`config.mk`:
```
export PLATFORM = sky130hd
export DESIGN_NAME = logic_pipe_mixed
export DESIGN_NICKNAME = d
export VERILOG_FILES = /design/src/rtl/logic_pkg.sv /design/src/rtl/logic_pipe_stage.sv /design/src/rtl/logic_pipe_mixed.sv
export SDC_FILE = /design/constraint.sdc
export NUM_CORES = 1
export LEC_CHECK = 0
export CAP_MARGIN = 20
export CORE_UTILIZATION = 45
export DETAILED_ROUTE_END_ITERATION = 10
export GPL_ROUTABILITY_DRIVEN = 0
export PLACE_DENSITY = 0.68
export SYNTH_ARGS = -nofsm -noshare
export SYNTH_HDL_FRONTEND = slang
export SYNTH_SLANG_ARGS = --single-unit
```
`constraint.sdc`:
```
create_clock -name clk -period 3.65 [get_ports clk]
set_input_delay 0.5475 -clock clk [delete_from_list [all_inputs] [get_ports clk]]
set_output_delay 0.5475 -clock clk [all_outputs]
set_load 0.02 [all_outputs]
```
`src/rtl/logic_pkg.sv`:
```
`default_nettype none
// ============================================================================
// Module      : logic_pkg
// Description : Shared op encodings, accumulator states and the bitwise op.
// Revision    : 1.0
// ============================================================================
package logic_pkg;

    localparam logic [1:0] OP_XOR  = 2'b00;
    localparam logic [1:0] OP_AND  = 2'b01;
    localparam logic [1:0] OP_OR   = 2'b10;
    localparam logic [1:0] OP_XNOR = 2'b11;

    typedef enum logic [0:0] {
        ACC_IDLE = 1'b0,
        ACC_RUN  = 1'b1
    } acc_state_t;

    // Single-bit form so any operand width can apply it bit by bit.
    function automatic logic logic_op(input logic a, input logic b, input logic [1:0] op);
        logic y;
        y = 1'b0;
        case (op)
            OP_XOR:  y = a ^ b;
            OP_AND:  y = a & b;
            OP_OR:   y = a | b;
            default: y = ~(a ^ b);
        endcase
        return y;
    endfunction

endpackage
`default_nettype wire

```
`src/rtl/logic_pipe_stage.sv`:
```
`default_nettype none
// ============================================================================
// Module      : logic_pipe_stage
// Description : One valid+data register of the result pipeline, with enable.
// Revision    : 1.0
// ============================================================================
module logic_pipe_stage #(
    parameter int WIDTH = 8
) (
    input  logic             clk,
    input  logic             Reset,
    input  logic             en,
    input  logic             d_valid,
    input  logic [WIDTH-1:0] d_data,
    output logic             q_valid,
    output logic [WIDTH-1:0] q_data
);

    always_ff @(posedge clk) begin
        if (Reset) begin
            q_valid <= 1'b0;
            q_data  <= '0;
        end else if (en) begin
            q_valid <= d_valid;
            q_data  <= d_data;
        end
    end

endmodule
`default_nettype wire

```
`src/rtl/logic_pipe_mixed.sv`:
```
`default_nettype none
// ============================================================================
// Module      : logic_pipe_mixed
// Description : Bitwise logic unit with combinational result, DEPTH-stage
//               valid/ready pipeline and burst XOR checksum accumulator.
// Revision    : 1.0
// ============================================================================
module logic_pipe_mixed
    import logic_pkg::*;
#(
    parameter int WIDTH = 8,
    parameter int DEPTH = 2,
    parameter int CNT_W = 8
) (
    input  logic             clk,
    input  logic             Reset,
    input  logic [WIDTH-1:0] A,
    input  logic [WIDTH-1:0] B,
    input  logic [1:0]       op,
    input  logic             in_valid,
    output logic             in_ready,
    input  logic             in_last,
    input  logic             acc_en,
    output logic [WIDTH-1:0] comb_out,
    output logic             out_valid,
    input  logic             out_ready,
    output logic [WIDTH-1:0] out_data,
    output logic             acc_valid,
    output logic [WIDTH-1:0] acc_data,
    output logic [CNT_W-1:0] acc_beats
);

    localparam logic [CNT_W-1:0] CNT_MAX = '1;
    localparam logic [CNT_W-1:0] CNT_ONE = CNT_W'(1);

    logic [WIDTH-1:0]            result;
    logic                        adv;
    logic                        accept;
    logic [DEPTH-1:0]            stage_valid;
    logic [DEPTH-1:0][WIDTH-1:0] stage_data;

    always_comb begin
        result = '0;
        for (int i = 0; i < WIDTH; i++) begin
            result[i] = logic_op(A[i], B[i], op);
        end
    end

    assign comb_out = result;

    // Whole chain moves in lockstep; a stalled output freezes every stage.
    assign adv      = out_ready | ~out_valid;
    assign in_ready = adv;
    assign accept   = in_valid & adv;

    genvar gi;
    generate
        for (gi = 0; gi < DEPTH; gi++) begin : g_stage
            if (gi == 0) begin : g_first
                logic_pipe_stage #(.WIDTH(WIDTH)) u_stage (
                    .clk     (clk),
                    .Reset   (Reset),
                    .en      (adv),
                    .d_valid (accept),
                    .d_data  (result),
                    .q_valid (stage_valid[gi]),
                    .q_data  (stage_data[gi])
                );
            end else begin : g_rest
                logic_pipe_stage #(.WIDTH(WIDTH)) u_stage (
                    .clk     (clk),
                    .Reset   (Reset),
                    .en      (adv),
                    .d_valid (stage_valid[gi-1]),
                    .d_data  (stage_data[gi-1]),
                    .q_valid (stage_valid[gi]),
                    .q_data  (stage_data[gi])
                );
            end
        end
    endgenerate

    assign out_valid = stage_valid[DEPTH-1];
    assign out_data  = stage_data[DEPTH-1];

    acc_state_t       state, state_nx;
    logic [WIDTH-1:0] acc, acc_nx;
    logic [CNT_W-1:0] cnt, cnt_nx, cnt_inc;
    logic             pub_nx;
    logic [WIDTH-1:0] pub_data_nx;
    logic [CNT_W-1:0] pub_beats_nx;

    assign cnt_inc = (cnt == CNT_MAX) ? cnt : cnt + CNT_ONE;

    always_comb begin
        state_nx     = state;
        acc_nx       = acc;
        cnt_nx       = cnt;
        pub_nx       = 1'b0;
        pub_data_nx  = acc_data;
        pub_beats_nx = acc_beats;
        if (accept && acc_en) begin
            case (state)
                ACC_IDLE: begin
                    if (in_last) begin
                        pub_nx       = 1'b1;
                        pub_data_nx  = result;
                        pub_beats_nx = CNT_ONE;
                    end else begin
                        state_nx = ACC_RUN;
                        acc_nx   = result;
                        cnt_nx   = CNT_ONE;
                    end
                end
                ACC_RUN: begin
                    acc_nx = acc ^ result;
                    cnt_nx = cnt_inc;
                    if (in_last) begin
                        pub_nx       = 1'b1;
                        pub_data_nx  = acc ^ result;
                        pub_beats_nx = cnt_inc;
                        state_nx     = ACC_IDLE;
                    end
                end
                default: state_nx = ACC_IDLE;
            endcase
        end
    end

    always_ff @(posedge clk) begin
        if (Reset) begin
            state     <= ACC_IDLE;
            acc       <= '0;
            cnt       <= '0;
            acc_valid <= 1'b0;
            acc_data  <= '0;
            acc_beats <= '0;
        end else begin
            state     <= state_nx;
            acc       <= acc_nx;
            cnt       <= cnt_nx;
            acc_valid <= pub_nx;
            acc_data  <= pub_data_nx;
            acc_beats <= pub_beats_nx;
        end
    end

endmodule
`default_nettype wire

```
==> flow_metrics.env, run 1 <==
# yosys + openroad results
export IMPL_flop_cell="dfxtp_1"
export IMPL_cap_violations=0
export IMPL_comb_power_mw=0.308
export IMPL_final_min_clock_period_ns=3.12
export IMPL_htreeDepth=2
export IMPL_nClkBuffers=5
export IMPL_wl_um=6380
export IMPL_diodes=0
export IMPL_fill_cells=580
export IMPL_tap_cells=77
export IMPL_highest_layer="met4"
export IMPL_reg2reg_slack_ns=1.45
export IMPL_crit_top_cell="clkdlybuf4s50_1"
export IMPL_coreArea_mm2=0.00635
export IMPL_final_layout_top_logic_cell="clkdlybuf4s50_1"
export IMPL_syn_area_mm2=0.00296
export IMPL_worstMarginPinSlew_ns=0.836
export IMPL_yosys_area_mm2=0.00296
export IMPL_combGateArea_mm2=0.00171
export IMPL_rr_worst_depth=7
export IMPL_max_vdd_ir_drop_uv=307
export IMPL_slew_limit_headroom=0.440
export IMPL_crit_path_start_kind="primary input"
export IMPL_period_used=0.855
export IMPL_regArea_mm2=0.00104
export IMPL_ys_sh_mux=0.00339
export IMPL_sh_seq_area=0.284
export IMPL_clock_cell_area_share=0.0314
export IMPL_layout_non_clock_inverters=22
export IMPL_met2_length_um=2850
export IMPL_die_area_mm2=0.00690
export IMPL_use_met1=0.273
export IMPL_cts_root_buffer="clkbuf_8"
export IMPL_power_leakage_nw=1.39
export IMPL_synth_cell_types=48
export IMPL_rsz0062_at_grt="false"
export IMPL_critPathBufInv=3
export IMPL_netlist_area_leader_share=0.352
export IMPL_path_depth=7
export IMPL_viasPerCell=5.38
export IMPL_crit_start="A[1]"
export IMPL_wl_per_cell_um=13.7
export IMPL_critical_path_max_stage_delay_ns=0.69
export IMPL_outcome="finished clean"
## run 1: tightest hold or removal path, stage by stage (launching register included)
cell	delay (ns)
dfxtp_1	0.32
nand2_1	0.05
o21ai_1	0.05
## run 1: stage by stage
stage | setup WS, ns | cell area, µm² | util
6_report | 0.531 | 3660 | 0.577
5_1_grt | 0.445 | 3660 | 0.577
4_1_cts | 0.532 | 3660 | 0.577
3_5_place_dp | 0.536 | 3550 | 0.558
3_3_place_gp | 0.570 | 3550 | 0.558
2_1_floorplan | 1.73 | 2960 | -
## run 1: registers in the layout, summed over array words and instances (netlist names)
signal,flops
state,1
g_stage.g_first.u_stage.q_valid,1
acc_valid,1
acc,8
g_stage.g_rest.u_stage.q_data,8
g_stage.g_first.u_stage.q_data,8
g_stage.g_rest.u_stage.q_valid,1
acc_beats,8
acc_data,8
cnt,8
**Run 1: placed cells, one color a class**

(3 px per µm)
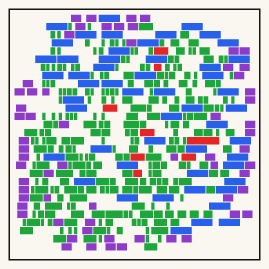
color	class	cells
purple	other buffers and delay cells	63
blue	flops	52
green	all other logic	265
red	clock drivers and dummy loads	8

**Run 1: routed clock nets over the placement**

(6 px per µm)
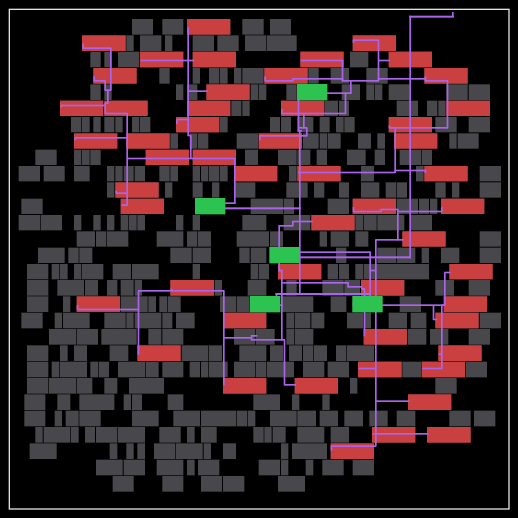
[purple] clock wires | length: 677 µm
[red] flip-flops | count: 52
[green] cells driving clock nets | count: 5
routed clock nets	6
flops lie	all over the die
clock power share: 0.313
Power Clock: 0.416 mW
Clock Skews: 0.00635 ns

**Run 1: nets reached from selected ports**

(6 px per µm)
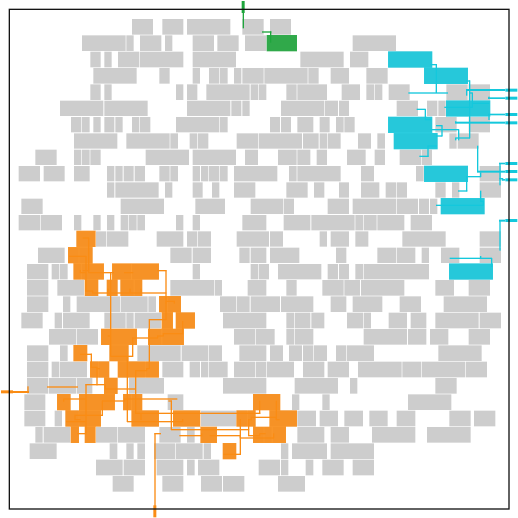
color	port	direction	end cells	wire
orange	`op`	input	44	281 µm
green	`out_ready`	input	1	5.60 µm
cyan	`acc_beats`	output	8	120 µm
PortBufs: 58
Top-Level Pins: 59

--- run 2 (diff from run 1) ---
Settings changed: TNS_END_PERCENT set to 10.
**Run 2: clock routing**

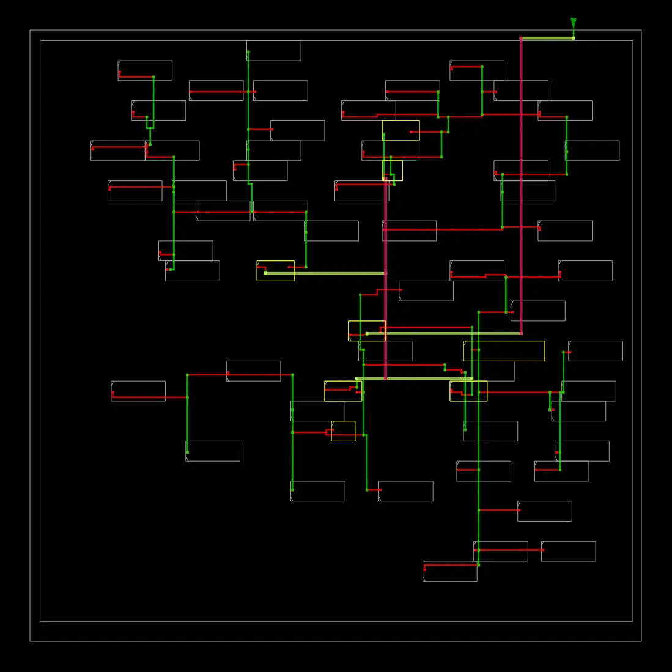
clk_buf instances: 5
Seq cells: 52
clk sinks: 52
Latency at later pin: 0.32 ns
CTS buffer count: 5

==> run 2 against run 1 <==
Effect of this change: non-clock buffer count unchanged; flip-flop count unchanged; clock power about the same; critical path depth unchanged; clock-buffer cell count unchanged; via count unchanged; die size unchanged; maximum frequency unchanged; power unchanged; clock skew unchanged; synthesized cell count unchanged; critical path type unchanged.
==> flow_metrics.env, run 2 <==
# yosys + openroad results
export IMPL_port_buffers=58
export IMPL_wl_per_cell_um=13.7
export IMPL_clock_power_mw=0.416
export IMPL_combGateArea_mm2=0.00171
export IMPL_slew_limit_headroom=0.440
export IMPL_crit_start="A[1]"
export IMPL_outcome="finished clean"
export IMPL_crit_top_cell="clkdlybuf4s50_1"
export IMPL_postLayoutCellArea_mm2=0.00366
export IMPL_setup_slack_ns=0.531
export IMPL_cts_root_buffer="clkbuf_8"
export IMPL_p_clk_frac=0.313
export IMPL_layout_non_clock_inverters=22
export IMPL_regArea_mm2=0.00104
export IMPL_dp_slack_ns=0.536
export IMPL_critPathBufInv=3
export IMPL_worstMarginPinSlew_ns=0.836
export IMPL_diodes=0
export IMPL_rr_worst_depth=7
export IMPL_cap_violations=0
export IMPL_coreArea_mm2=0.00635
export IMPL_sh_seq_area=0.284
export IMPL_critical_path_max_stage_delay_ns=0.69
export IMPL_die_area_mm2=0.00690
export IMPL_flop_cell="dfxtp_1"
export IMPL_path_depth=7
export IMPL_fill_cells=580
export IMPL_tap_cells=77
export IMPL_final_min_clock_period_ns=3.12
export IMPL_power_leakage_nw=1.39
export IMPL_synth_cell_types=48
export IMPL_largest_cell_class="multi-input combinational cells"
export IMPL_viasPerCell=5.38
export IMPL_grt_ovfl_total=0
export IMPL_reg2reg_slack_ns=1.45
export IMPL_rsz0062_at_grt="false"
export IMPL_htreeDepth=2
export IMPL_fin_skew_ns=0.00635
export IMPL_grt_usage=0.195
export IMPL_utilization=0.577
export IMPL_ios=59
export IMPL_wl_um=6380
export IMPL_max_vdd_ir_drop_uv=307
export IMPL_comb_power_mw=0.308
export IMPL_netlist_area_leader_share=0.352
-- run 2: cell counts after synthesis --
Identical to the previous run, type by type.
-- run 2: kinds of logic (layout without fill, tap and decap cells) --
kind of cell	Yosys count	count (layout)
compound gates	108	108
flops	52	52
mux	1	1
simple gates	108	108
fa+ha+maj	17	17
xor+xnor	9	9
buf+inv	42	93
-- run 2: metal layers --
| metal | track usage | up-vias | share of wire |
|---|---|---|---|
| met2 | 0.313 | 55 | 0.45 |
| met1 | 0.273 | 1150 | 0.50 |
| li1 | - | 1293 | - |
| met5 | 0 | - | 0 |
| met4 | 0.0486 | 0 | 0.011 |
| met3 | 0.0328 | 5 | 0.039 |
**Run 2: placed cells, one color a class**

(3 px per µm)
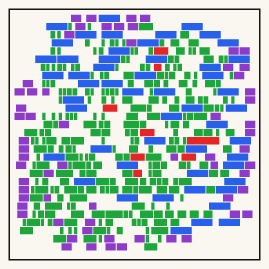

--- run 3 (diff from run 2) ---
Settings changed: CELL_PAD_IN_SITES_DETAIL_PLACEMENT set to 1, CELL_PAD_IN_SITES_GLOBAL_PLACEMENT set to 2, CORE_UTILIZATION 45 to 33, PLACE_DENSITY 0.68 to 0.82, SLEW_MARGIN set to 20.
**Run 3: placed cells, one color a class**

(3 px per µm)
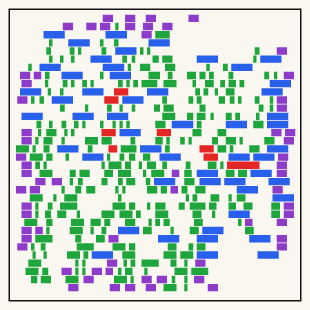
color	class	cells
blue	flops	52
purple	other buffers and delay cells	64
green	all other logic	265
red	clock drivers and dummy loads	8

==> run 3 against run 2 <==
Effect of this change: wire length grew 15%; synthesized cell count is the same; final area grew 1.4%; sequential power is essentially flat; synthesized area is the same; flip-flop count is the same; via count grew 4.1%; critical path type unchanged.
==> flow_metrics.env, run 3 <==
# yosys + openroad results
export IMPL_critPathBufInv=3
export IMPL_comb_power_mw=0.315
export IMPL_viasPerCell=5.24
export IMPL_final_layout_top_logic_cell="clkdlybuf4s50_1"
export IMPL_placed_area_mm2=0.00359
export IMPL_port_buffers=58
export IMPL_cap_violations=0
export IMPL_ys_sh_mux=0.00339
export IMPL_met2_length_um=3420
export IMPL_rr_worst_depth=7
export IMPL_grt_usage=0.164
export IMPL_clock_power_mw=0.423
export IMPL_use_met1=0.216
export IMPL_max_vdd_ir_drop_uv=237
export IMPL_power_leakage_nw=1.40
export IMPL_cts_sinks=52
export IMPL_rsz0062_at_grt="false"
export IMPL_outcome="finished clean"
export IMPL_top_usage_layer="met2"
export IMPL_ios=59
export IMPL_setup_slack_ns=0.567
export IMPL_flop_cell="dfxtp_1"
export IMPL_dp_slack_ns=0.554
export IMPL_gr_usage_met2=0.279
export IMPL_die_area_mm2=0.00934
export IMPL_p_clk_frac=0.314
export IMPL_use_met3=0.0253
export IMPL_utilization=0.428
export IMPL_grt_ovfl_total=0
export IMPL_diodes=0
export IMPL_final_min_clock_period_ns=3.08
export IMPL_fin_nets=429
export IMPL_coreArea_mm2=0.00868
export IMPL_crit_top_cell="clkdlybuf4s50_1"
export IMPL_syn_area_mm2=0.00296
export IMPL_wl_per_cell_um=14.8
export IMPL_yosys_area_mm2=0.00296
export IMPL_netlist_area_leader_share=0.352
export IMPL_worstMarginPinSlew_ns=0.844
export IMPL_cts_made_buffers=5
export IMPL_critical_path_max_stage_delay_ns=0.65
-- run 3: cell counts after synthesis --
No cell type changed its count.
-- run 3: layout make-up --
cell class	count	area [µm²]
Sequential cell	52	1040
Fill cell	1046	4960
Clock buffer	6	82.6
Timing Repair Buffer	64	626
Clock inverter	2	38.8
Inverter	22	82.6
Multi-Input combinational cell	243	1710
Tap cell	108	135
-- run 3: worst max-delay path by stage --
stage / start / endpoint / slack, ns / depth (start not counted)
finish: A[2] / comb_out[2] / 0.57 / 7
global route: B[6] / comb_out[6] / 0.42 / 7
CTS: A[2] / comb_out[2] / 0.55 / 7
detailed placement: A[2] / comb_out[2] / 0.55 / 7
global placement: A[2] / comb_out[2] / 0.59 / 7
floorplan: A[6] / comb_out[6] / 1.73 / 5

==> gallery <==
M3 wires.
(4 px per µm)
picture 1
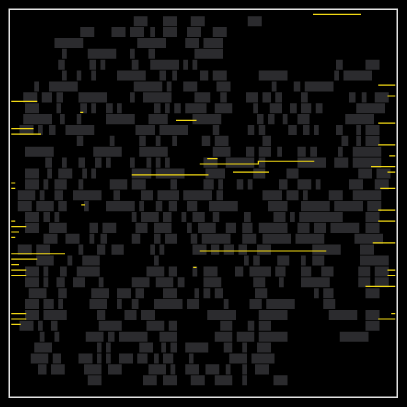
picture 2
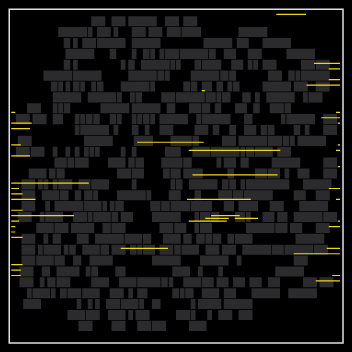
run 2 -> picture 2
run 3 -> picture 1
- largest die: picture 1

Key to picture 2:
wire length on this layer	250 µm
longest straight run	22.5 µm
nets with wire on the layer	42
main direction	horizontal

No activity file was given, so power comes from the tool's default toggle rates.
